### Floorplan with the power grid

The bar under the picture is 20 um long. Pins as bars on the die edge. Tap cells in grey.
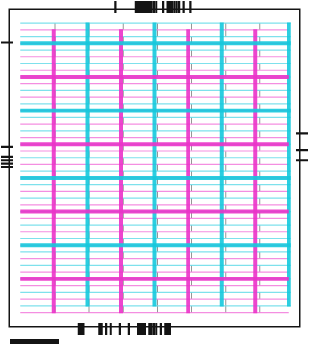
### Cell classes on the final placement

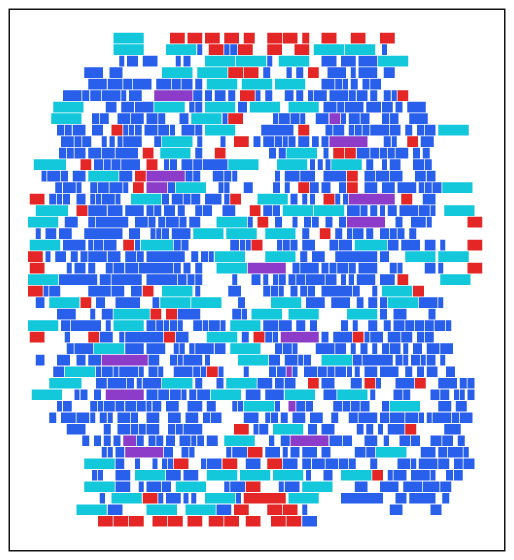
### Clock distribution

The bar under the picture is 20 um long.
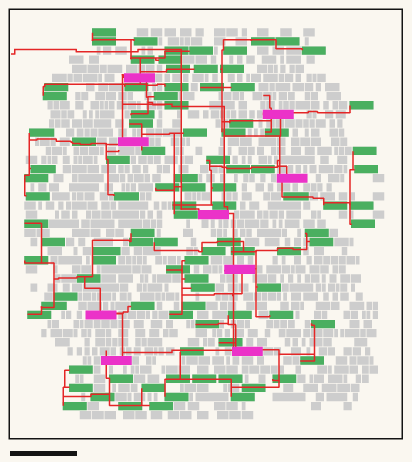
### Routed metal, one colour a layer

The bar under the picture is 20 um long. Only two layers are drawn.
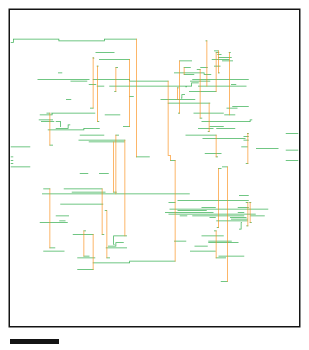
### Clock routing

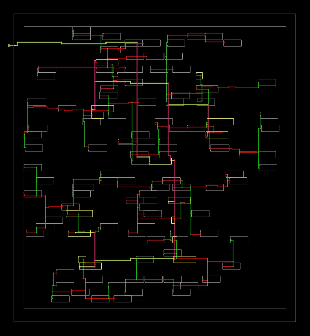
## src/rtl/ball_motion_if.sv

```systemverilog
// ball_motion_if: groups the frame/kick controls and the sprite-position /
// status outputs of the bouncing-ball motion engine.
//   frame_tick    : one-cycle pulse per video frame (master -> slave)
//   kick          : kick request, with kick_vx/kick_vy signed Q5.4 velocities
//   x0, y0        : sprite origin in integer pixels (slave -> master)
//   hit_wall      : one-cycle pulse when the ball met a side wall
//   hit_floor     : one-cycle pulse when the ball met the floor
//   busy          : frame update in progress
//   frame_overrun : sticky flag, a frame_tick arrived while busy
interface ball_motion_if;
    logic        frame_tick;
    logic        kick;
    logic [9:0]  kick_vx;
    logic [9:0]  kick_vy;
    logic [10:0] x0;
    logic [10:0] y0;
    logic        hit_wall;
    logic        hit_floor;
    logic        busy;
    logic        frame_overrun;

    modport master (
        output frame_tick, kick, kick_vx, kick_vy,
        input  x0, y0, hit_wall, hit_floor, busy, frame_overrun
    );

    modport slave (
        input  frame_tick, kick, kick_vx, kick_vy,
        output x0, y0, hit_wall, hit_floor, busy, frame_overrun
    );
endinterface

```

## src/rtl/ball_motion.sv

```systemverilog
// ball_motion: per-frame ball physics for a 16x16 sprite. Each frame_tick
// runs a five-state update (velocity, position, collision, output) on Q11.4
// position and Q5.4 velocity, with gravity, wall/floor bounces and kicks.
//   clk   : the single clock
//   reset : synchronous active-high reset
//   bus   : ball_motion_if slave (frame_tick, kick*, x0/y0, hits, status)
module ball_motion #(
    parameter int X_INIT   = 312,
    parameter int Y_INIT   = 100,
    parameter int X_MAX    = 624,
    parameter int GROUND_Y = 400,
    parameter int GRAV     = 2,
    parameter int VMAX     = 255,
    parameter int REST_V   = 8
) (
    input  logic         clk,
    input  logic         reset,
    ball_motion_if.slave bus
);
    localparam int unsigned PW  = 16;
    localparam int unsigned PSW = PW + 1;
    localparam int unsigned VW  = 10;
    localparam int unsigned SW  = 12;
    localparam int unsigned OW  = 11;

    localparam logic signed [PW-1:0] PX_INIT = PW'(X_INIT * 16);
    localparam logic signed [PW-1:0] PY_INIT = PW'(Y_INIT * 16);
    localparam logic signed [PW-1:0] PX_MAX  = PW'(X_MAX * 16);
    localparam logic signed [PW-1:0] PY_GND  = PW'(GROUND_Y * 16);
    localparam logic signed [SW-1:0] GRAV_S  = SW'(GRAV);
    localparam logic signed [SW-1:0] VMAX_S  = SW'(VMAX);
    localparam logic signed [VW-1:0] REST_S  = VW'(REST_V);

    typedef enum logic [2:0] {S_IDLE, S_VEL, S_POS, S_COL, S_OUT} state_t;

    state_t               r_state;
    state_t               w_state_nxt;
    logic signed [PW-1:0] r_px, r_py;
    logic signed [VW-1:0] r_vx, r_vy;
    logic signed [VW-1:0] r_kvx, r_kvy;
    logic                 r_pend;
    logic [OW-1:0]        r_x0, r_y0;
    logic                 r_hit_wall, r_hit_floor, r_overrun;
    logic                 w_busy, w_ld_vel, w_ld_pos, w_ld_col;

    // Clamp a widened velocity to +/-VMAX
    function automatic logic signed [VW-1:0] sat_v(input logic signed [SW-1:0] v);
        logic signed [VW-1:0] r;
        if (v > VMAX_S)       r = VW'(VMAX_S);
        else if (v < -VMAX_S) r = VW'(-VMAX_S);
        else                  r = VW'(v);
        return r;
    endfunction

    // Clamp a widened position sum so px/py never wrap
    function automatic logic signed [PW-1:0] sat_p(input logic signed [PSW-1:0] s);
        logic signed [PW-1:0] r;
        if (s[PSW-1] != s[PW-1])
            r = s[PSW-1] ? {1'b1, {(PW-1){1'b0}}} : {1'b0, {(PW-1){1'b1}}};
        else
            r = PW'(s);
        return r;
    endfunction

    // Reverse direction and keep 3/4 of the speed: -(v - (v >>> 2))
    function automatic logic signed [VW-1:0] bounce(input logic signed [VW-1:0] v);
        logic signed [SW-1:0] w;
        w = SW'(v) - (SW'(v) >>> 2);
        return VW'(-w);
    endfunction

    // Kill tiny post-bounce speeds so the ball comes to rest
    function automatic logic signed [VW-1:0] settle(input logic signed [VW-1:0] v);
        return (v > -REST_S && v < REST_S) ? '0 : v;
    endfunction

    // State register
    always_ff @(posedge clk) begin
        if (reset) r_state <= S_IDLE;
        else       r_state <= w_state_nxt;
    end

    // Next-state logic; ticks outside S_IDLE are dropped
    always_comb begin
        w_state_nxt = r_state;
        case (r_state)
            S_IDLE:  if (bus.frame_tick) w_state_nxt = S_VEL;
            S_VEL:   w_state_nxt = S_POS;
            S_POS:   w_state_nxt = S_COL;
            S_COL:   w_state_nxt = S_OUT;
            S_OUT:   w_state_nxt = S_IDLE;
            default: w_state_nxt = S_IDLE;
        endcase
    end

    // State decode: busy and per-stage load enables
    always_comb begin
        w_busy   = 1'b1;
        w_ld_vel = 1'b0;
        w_ld_pos = 1'b0;
        w_ld_col = 1'b0;
        case (r_state)
            S_IDLE:  w_busy   = 1'b0;
            S_VEL:   w_ld_vel = 1'b1;
            S_POS:   w_ld_pos = 1'b1;
            S_COL:   w_ld_col = 1'b1;
            S_OUT:   w_busy   = 1'b1;
            default: w_busy   = 1'b0;
        endcase
    end

    // Velocity stage: a pending kick replaces gravity for this frame
    logic signed [SW-1:0] w_vy_grav;
    logic signed [VW-1:0] w_vx_vel, w_vy_vel;
    always_comb begin
        w_vy_grav = SW'(r_vy) + GRAV_S;
        if (r_pend) begin
            w_vx_vel = sat_v(SW'(r_kvx));
            w_vy_vel = sat_v(SW'(r_kvy));
        end else begin
            w_vx_vel = sat_v(SW'(r_vx));
            w_vy_vel = sat_v(w_vy_grav);
        end
    end

    // Position stage
    logic signed [PW-1:0] w_px_pos, w_py_pos;
    assign w_px_pos = sat_p(PSW'(r_px) + PSW'(r_vx));
    assign w_py_pos = sat_p(PSW'(r_py) + PSW'(r_vy));

    // Collision stage: clamp to the playfield and bounce
    logic signed [PW-1:0] w_px_col, w_py_col;
    logic signed [VW-1:0] w_vx_col, w_vy_col;
    logic                 w_hw, w_hf;
    always_comb begin
        w_px_col = r_px;
        w_py_col = r_py;
        w_vx_col = r_vx;
        w_vy_col = r_vy;
        w_hw     = 1'b0;
        w_hf     = 1'b0;
        if (r_px[PW-1]) begin
            w_px_col = '0;
            w_vx_col = bounce(r_vx);
            w_hw     = 1'b1;
        end else if (r_px > PX_MAX) begin
            w_px_col = PX_MAX;
            w_vx_col = bounce(r_vx);
            w_hw     = 1'b1;
        end
        if (r_py > PY_GND) begin
            w_py_col = PY_GND;
            w_vy_col = settle(bounce(r_vy));
            w_hf     = 1'b1;
        end else if (r_py[PW-1]) begin
            w_py_col = '0;
            w_vy_col = settle(bounce(r_vy));
        end
    end

    // Datapath and status registers
    always_ff @(posedge clk) begin
        if (reset) begin
            r_px        <= PX_INIT;
            r_py        <= PY_INIT;
            r_vx        <= '0;
            r_vy        <= '0;
            r_kvx       <= '0;
            r_kvy       <= '0;
            r_pend      <= 1'b0;
            r_x0        <= OW'(X_INIT);
            r_y0        <= OW'(Y_INIT);
            r_hit_wall  <= 1'b0;
            r_hit_floor <= 1'b0;
            r_overrun   <= 1'b0;
        end else begin
            // A kick in S_VEL wins over the clear, so it is kept for next frame
            if (bus.kick) begin
                r_kvx  <= bus.kick_vx;
                r_kvy  <= bus.kick_vy;
                r_pend <= 1'b1;
            end else if (w_ld_vel) begin
                r_pend <= 1'b0;
            end
            if (w_ld_vel) begin
                r_vx <= w_vx_vel;
                r_vy <= w_vy_vel;
            end
            if (w_ld_pos) begin
                r_px <= w_px_pos;
                r_py <= w_py_pos;
            end
            r_hit_wall  <= 1'b0;
            r_hit_floor <= 1'b0;
            if (w_ld_col) begin
                r_px        <= w_px_col;
                r_py        <= w_py_col;
                r_vx        <= w_vx_col;
                r_vy        <= w_vy_col;
                r_x0        <= w_px_col[14:4];
                r_y0        <= w_py_col[14:4];
                r_hit_wall  <= w_hw;
                r_hit_floor <= w_hf;
            end
            if (bus.frame_tick && w_busy) r_overrun <= 1'b1;
        end
    end

    assign bus.x0            = r_x0;
    assign bus.y0            = r_y0;
    assign bus.hit_wall      = r_hit_wall;
    assign bus.hit_floor     = r_hit_floor;
    assign bus.busy          = w_busy;
    assign bus.frame_overrun = r_overrun;
endmodule

```

## src/flat_wrapper.sv

```systemverilog
// flat-port wrapper written by rule: the top's interface ports become plain ports
module ball_motion_flat 
#(
    parameter int X_INIT   = 312,
    parameter int Y_INIT   = 100,
    parameter int X_MAX    = 624,
    parameter int GROUND_Y = 400,
    parameter int GRAV     = 2,
    parameter int VMAX     = 255,
    parameter int REST_V   = 8
)
  (clk, reset, bus_frame_tick, bus_kick, bus_kick_vx, bus_kick_vy, bus_x0, bus_y0, bus_hit_wall, bus_hit_floor, bus_busy, bus_frame_overrun);
  ball_motion_if bus_i ();
  input  logic clk;
  input  logic reset;
  input wire logic [$bits(bus_i.frame_tick)-1:0] bus_frame_tick;
  input wire logic [$bits(bus_i.kick)-1:0] bus_kick;
  input wire logic [$bits(bus_i.kick_vx)-1:0] bus_kick_vx;
  input wire logic [$bits(bus_i.kick_vy)-1:0] bus_kick_vy;
  output wire logic [$bits(bus_i.x0)-1:0] bus_x0;
  output wire logic [$bits(bus_i.y0)-1:0] bus_y0;
  output wire logic [$bits(bus_i.hit_wall)-1:0] bus_hit_wall;
  output wire logic [$bits(bus_i.hit_floor)-1:0] bus_hit_floor;
  output wire logic [$bits(bus_i.busy)-1:0] bus_busy;
  output wire logic [$bits(bus_i.frame_overrun)-1:0] bus_frame_overrun;
  assign bus_i.frame_tick = bus_frame_tick;
  assign bus_i.kick = bus_kick;
  assign bus_i.kick_vx = bus_kick_vx;
  assign bus_i.kick_vy = bus_kick_vy;
  assign bus_x0 = bus_i.x0;
  assign bus_y0 = bus_i.y0;
  assign bus_hit_wall = bus_i.hit_wall;
  assign bus_hit_floor = bus_i.hit_floor;
  assign bus_busy = bus_i.busy;
  assign bus_frame_overrun = bus_i.frame_overrun;
  ball_motion #(.X_INIT(X_INIT), .Y_INIT(Y_INIT), .X_MAX(X_MAX), .GROUND_Y(GROUND_Y), .GRAV(GRAV), .VMAX(VMAX), .REST_V(REST_V)) u_core (.clk(clk), .reset(reset), .bus(bus_i));
endmodule
```

## config.mk

```make
export PLATFORM = sky130hd
export DESIGN_NAME = ball_motion_flat
export DESIGN_NICKNAME = d
export VERILOG_FILES = /design/src/rtl/ball_motion_if.sv /design/src/rtl/ball_motion.sv /design/src/flat_wrapper.sv
export SDC_FILE = /design/constraint.sdc
export NUM_CORES = 1
export LEC_CHECK = 0
export CAP_MARGIN = 25
export CORE_ASPECT_RATIO = 1.1
export CORE_MARGIN = 4
export CORE_UTILIZATION = 54
export DETAILED_ROUTE_END_ITERATION = 6
export HOLD_SLACK_MARGIN = 0.12
export PLACE_DENSITY = 0.77
export SYNTH_ARGS = -nofsm -noshare
export SYNTH_HDL_FRONTEND = slang
export SYNTH_SLANG_ARGS = --single-unit
```

## constraint.sdc

```tcl
create_clock -name clk -period 3.7 [get_ports clk]
set_clock_uncertainty 0.15 [all_clocks]
set_input_delay 0.37 -clock clk [delete_from_list [all_inputs] [get_ports clk]]
set_output_delay 0.37 -clock clk [all_outputs]
set_load 0.1 [all_outputs]
```

==> job_summary.md <==
### Flow metrics

| Metric | Value |
|---|---|
| Origin of the worst setup path | `u_core.r_vy[0]$_SDFFE_PP0P_` |
| Gpl congestion | `0.967` |
| CTS tree | `built` |
| # port buffers | `49` |
| # Cells Yosys | `871` |
| Dominant flop cell | `dfxtp_1` |
| Combinational Gates | `685` |
| CP max-delay cell | `or4_1` |
| Sequential Power Share | `33.6%` |
| 1st-iter DRT viols | `523` |
| M1 wire length | `between 8000 and 9000 um` |
| Final Max Tran Viols | `0` |
| GR Overflow Total | `0` |
| Achievable Freq | `roughly 280 MHz` |
| Clk buf depth | `2` |
| Pwr top | `combinational logic` |
| Post-route antenna net violation count | `0` |
| Crit Path Max Fanout | `7` |
| Mapped Cells | `871` |
| DR top layer | `met4` |
| Sequential share of the synthesized area | `between 20 and 30%` |
| Slew headroom | `between 30 and 40%` |
| FP Util | `55.4%` |
| Leakage | `3.32 nW` |
| Buf/Inv on CP | `1` |
| Post-synth cell types | `roughly 80` |
| Worst-path cell chain | `ha_1, fa_1, a21oi_1, o21bai_1, a2111oi_4, o21bai_1, a21oi_2, inv_1, ha_2, nand2_1, or4_1, a41oi_1` |
| Synth-to-Final Area Change | `19.1%` |
| Met2 Wirelength | `9360 um` |
| Sw Pwr | `approximately 1.4 mW` |
| Logic pwr share | `38.6%` |
| PD cells | `around 450 nW/um2` |
| Logic share of the area | `57.8%` |
| Mean Syn Cell Area | `8.08 um2` |
| Kind of cell adding the most delay to the critical path | `AND-OR/OR-AND gates` |
| CTS hold repair buffers | `0` |
| Die Area | `14,900 um2` |
| Comb group | `1.45 mW` |
| Fin crit period | `3.57 ns` |
| Initial antenna violation count | `0` |
| Layout cells sized above 1 | `11.7%` |
| Sequential group power | `around 1.3 mW` |
| Syn Std Cell Area | `7030 um2` |
| Placement Cell Area | `around 8000 um2` |
| Post-synthesis async set-or-reset flop share | `0%` |
| Yosys stat chip area | `7030 um2` |
| Clock-cell share of area | `3.87%` |
| CP arrival | `around 3.7 ns` |
| Residual DRC | `0` |
| Non-clk buf share | `9.76%` |
| Post-DP HPWL | `about 14,000 um` |
| Routed met3 length | `roughly 1100 um` |
| Cycle use final | `a little over nine tenths` |
| Switching Fraction | `between 30% and 40%` |
| Number of warnings in the stage logs | `29` |
| First-pass GRT wire length | `a little over 30,000 um` |
| Number of enable flip-flop cells | `0` |
| Critical R2R Launch | `u_core.r_vy[0]$_SDFFE_PP0P_` |
| # IOs | `50` |
| Pin count of the biggest net entering global routing | `~83` |
| Max stage delay on crit path | `between 0.4 and 0.5 ns` |
| Fin. Hold Viols | `0` |
| Syn nets | `957` |
| CTS root buffer | `clkbuf_16` |
| Yosys reg bits | `between 100 and 150` |
| Most Frequent Cell on Critical Path | `o21bai_1` |
| Total number of tap cells | `~160` |
| CP Capture Type | `flip-flop` |
| Least-Margin Pin Slew | `1.01 ns` |
| Sequential Area | `2030 um2` |
| Antenna diodes | `0` |
| Final setup vio count | `0` |
| Critical path class | `flip-flop to flip-flop` |
| Ys Warns | `0` |
| Status | `completed` |
| Combinational Area | `4840 um2` |
| Final instance area | `8380 um2` |
| H-tree depth | `3` |
| First-pass iteration count of the detailed router | `7` |
| Vias in the first global route | `between 6,000 and 7,000` |
| HP Start | `u_core.bus.x0[6]$_SDFFE_PP0P_` |
| Clock transition at path regs | `roughly 0.070 ns` |
| HP Class | `flip-flop to flip-flop` |
| Layout fillers | `1,043` |
| Buffers excl. clock | `91` |
| Internal | `2.38 mW` |
| Tot Pwr | `3.75 mW` |
| Worst setup SP type | `flip-flop` |
| Logic inverters | `~44` |
| Vias per cell | `6.29` |
| Maxcap violations | `0` |
| Final #Nets | `1,018` |
| Via Count | `6,886` |
| Leading cell kind | `logic gates` |
| Worst EP required | `3.81 ns` |
Notes on 'Floorplan with the power grid' above:
- VSS: magenta
- VDD: cyan
- met1 rails: 44
- met4 straps: 8
- met5 straps: 8
- rows: 43
- tap cells: 157
Die Width: 117 um
core area: 12,700 um2
Peak VDD IR: 0.000289 V
die height: 128 um

Notes on 'Cell classes on the final placement' above:
- combinational and other logic: blue (cells 729; share of their area 61%)
- other buffers and delay cells: red (cells 91; share of their area 10%)
- flops: cyan (cells 101; share of their area 25%)
- clock drivers and dummy loads: purple (cells 16; share of their area 4.0%)
# rows: 43
fin util: 66.0%
fraction of area in registers: 24.2%

Notes on 'Clock distribution' above:
- flip-flops: green (count 101)
- clock wires: red (length 1,310 um)
- clock drivers: magenta (count 9)
- routed clock nets: 10
clock share of power: 27.9%
clk latency late pin: 0.35 ns

Notes on 'Routed metal, one colour a layer' above:
- metal 4: orange (wire length 630 um)
- metal 3: green (wire length 1,120 um)
WL/cell: 17.7 um
Total Routing Usage GR: 25.4%
DRT Wirelength: 19,300 um

Notes on 'Clock routing' above:
registers: 101
CTS Buf Count: 9
clock buffer count: 11
clock sink count: 101
Power Clock: 1.04 mW

-- cell families (layout without fill, tap and decap cells) --
logic type | after synthesis | count (layout) | synth area share (%)
fa+ha+maj | 62 | 62 | 11.5
simple gates | 275 | 275 | 20.4
xor+xnor | 43 | 43 | 5.62
compound gates | 284 | 284 | 25.9
flops | 101 | 101 | 28.7
mux | 21 | 21 | 2.99
buf+inv | 85 | 151 | 4.94
-- through the flow --
| stage | hold WS (ns) | cells | setup TNS, ns | setup slack, ns |
|---|---|---|---|---|
| final | 0.318 | 1094 | 0 | 0.128 |
| after global routing | 0.344 | 1094 | -0.0556 | -0.0239 |
| after CTS | 0.322 | 1089 | 0 | 0.0138 |
| after detailed placement | 0.310 | 1073 | -0.0466 | -0.0289 |
| after global placement | 0.293 | 1072 | 0 | 0.0582 |
| after floorplan | 0.316 | 871 | 0 | 0.0966 |
-- sequential cells by signal, indices dropped and copies added, names as in the netlist, 3 cells and up --
register	cells
u_core.r_vy	10
u_core.bus.y0	11
u_core.r_kvx	10
u_core.r_vx	10
u_core.r_px	16
u_core.r_kvy	10
u_core.r_py	16
u_core.bus.x0	11
u_core.r_state	3
-- cells in the final DEF, fill, tap and decap left out, types with 21 or more instances in the layout --
master and count:
dfxtp_1 95, a21oi_1 89, nor2_1 87, ha_1 50
o21ai_0 47, clkdlybuf4s50_1 47, inv_1 42, buf_4 42
nand2_1 37, nor3_1 27, xnor2_1 27, mux2i_1 21
-- repair_timing --
| action | CTS | global route |
|---|---|---|
| hold endpoints to repair | 0 | 0 |
| endpoints found under the setup margin | 6 | 25 |
| setup buffers | 0 | 5 |
| pin swaps | 0 | 11 |
| resized | 3 | 40 |
-- cells in the mapped netlist (6+ instances only) --
cell type	instances	share of area, %
dfxtp_1	101	29
a21oi_1	92	6.5
nor2_1	88	4.7
ha_1	58	10
o21ai_0	49	3.5
inv_1	42	2.2
nand2_1	37	2.0
nor3_1	27	1.9
xnor2_1	27	3.4
clkbuf_1	24	1.3
mux2i_1	21	3.0
nand3_1	20	1.4
a211oi_1	17	1.8
nor4_1	17	1.5
nor2b_1	16	1.4
xor2_1	15	1.9
a31oi_1	14	1.2
nand2b_1	13	1.2
a21o_1	12	1.3
o21ai_1	11	0.78
a22oi_1	10	1.1
o211ai_1	9	0.96
buf_1	8	0.43
nand3b_1	8	0.85
nand4_1	8	0.71
o21a_1	7	0.75
o221ai_1	7	0.87
o31ai_1	7	0.75
and3_1	6	0.53
o21bai_1	6	0.64
-- layer usage --
layer	global-route usage (%)	vias to the layer above
met2	40.9	246
li1	-	3351
met5	0	-
met3	4.63	70
met4	9.65	0
met1	33.8	3219
-- final timing paths --
path	slack, ns	cells past startpoint	endpoint
max	0.13	12	u_core.r_py[14]$_SDFFE_PP0P_
min	0.32	2	u_core.bus.x0[6]$_SDFFE_PP0P_
max reg2reg	0.13	12	u_core.r_py[14]$_SDFFE_PP0P_
min reg2reg	0.32	2	u_core.bus.x0[6]$_SDFFE_PP0P_
Power is estimated from default activity; no workload was simulated.
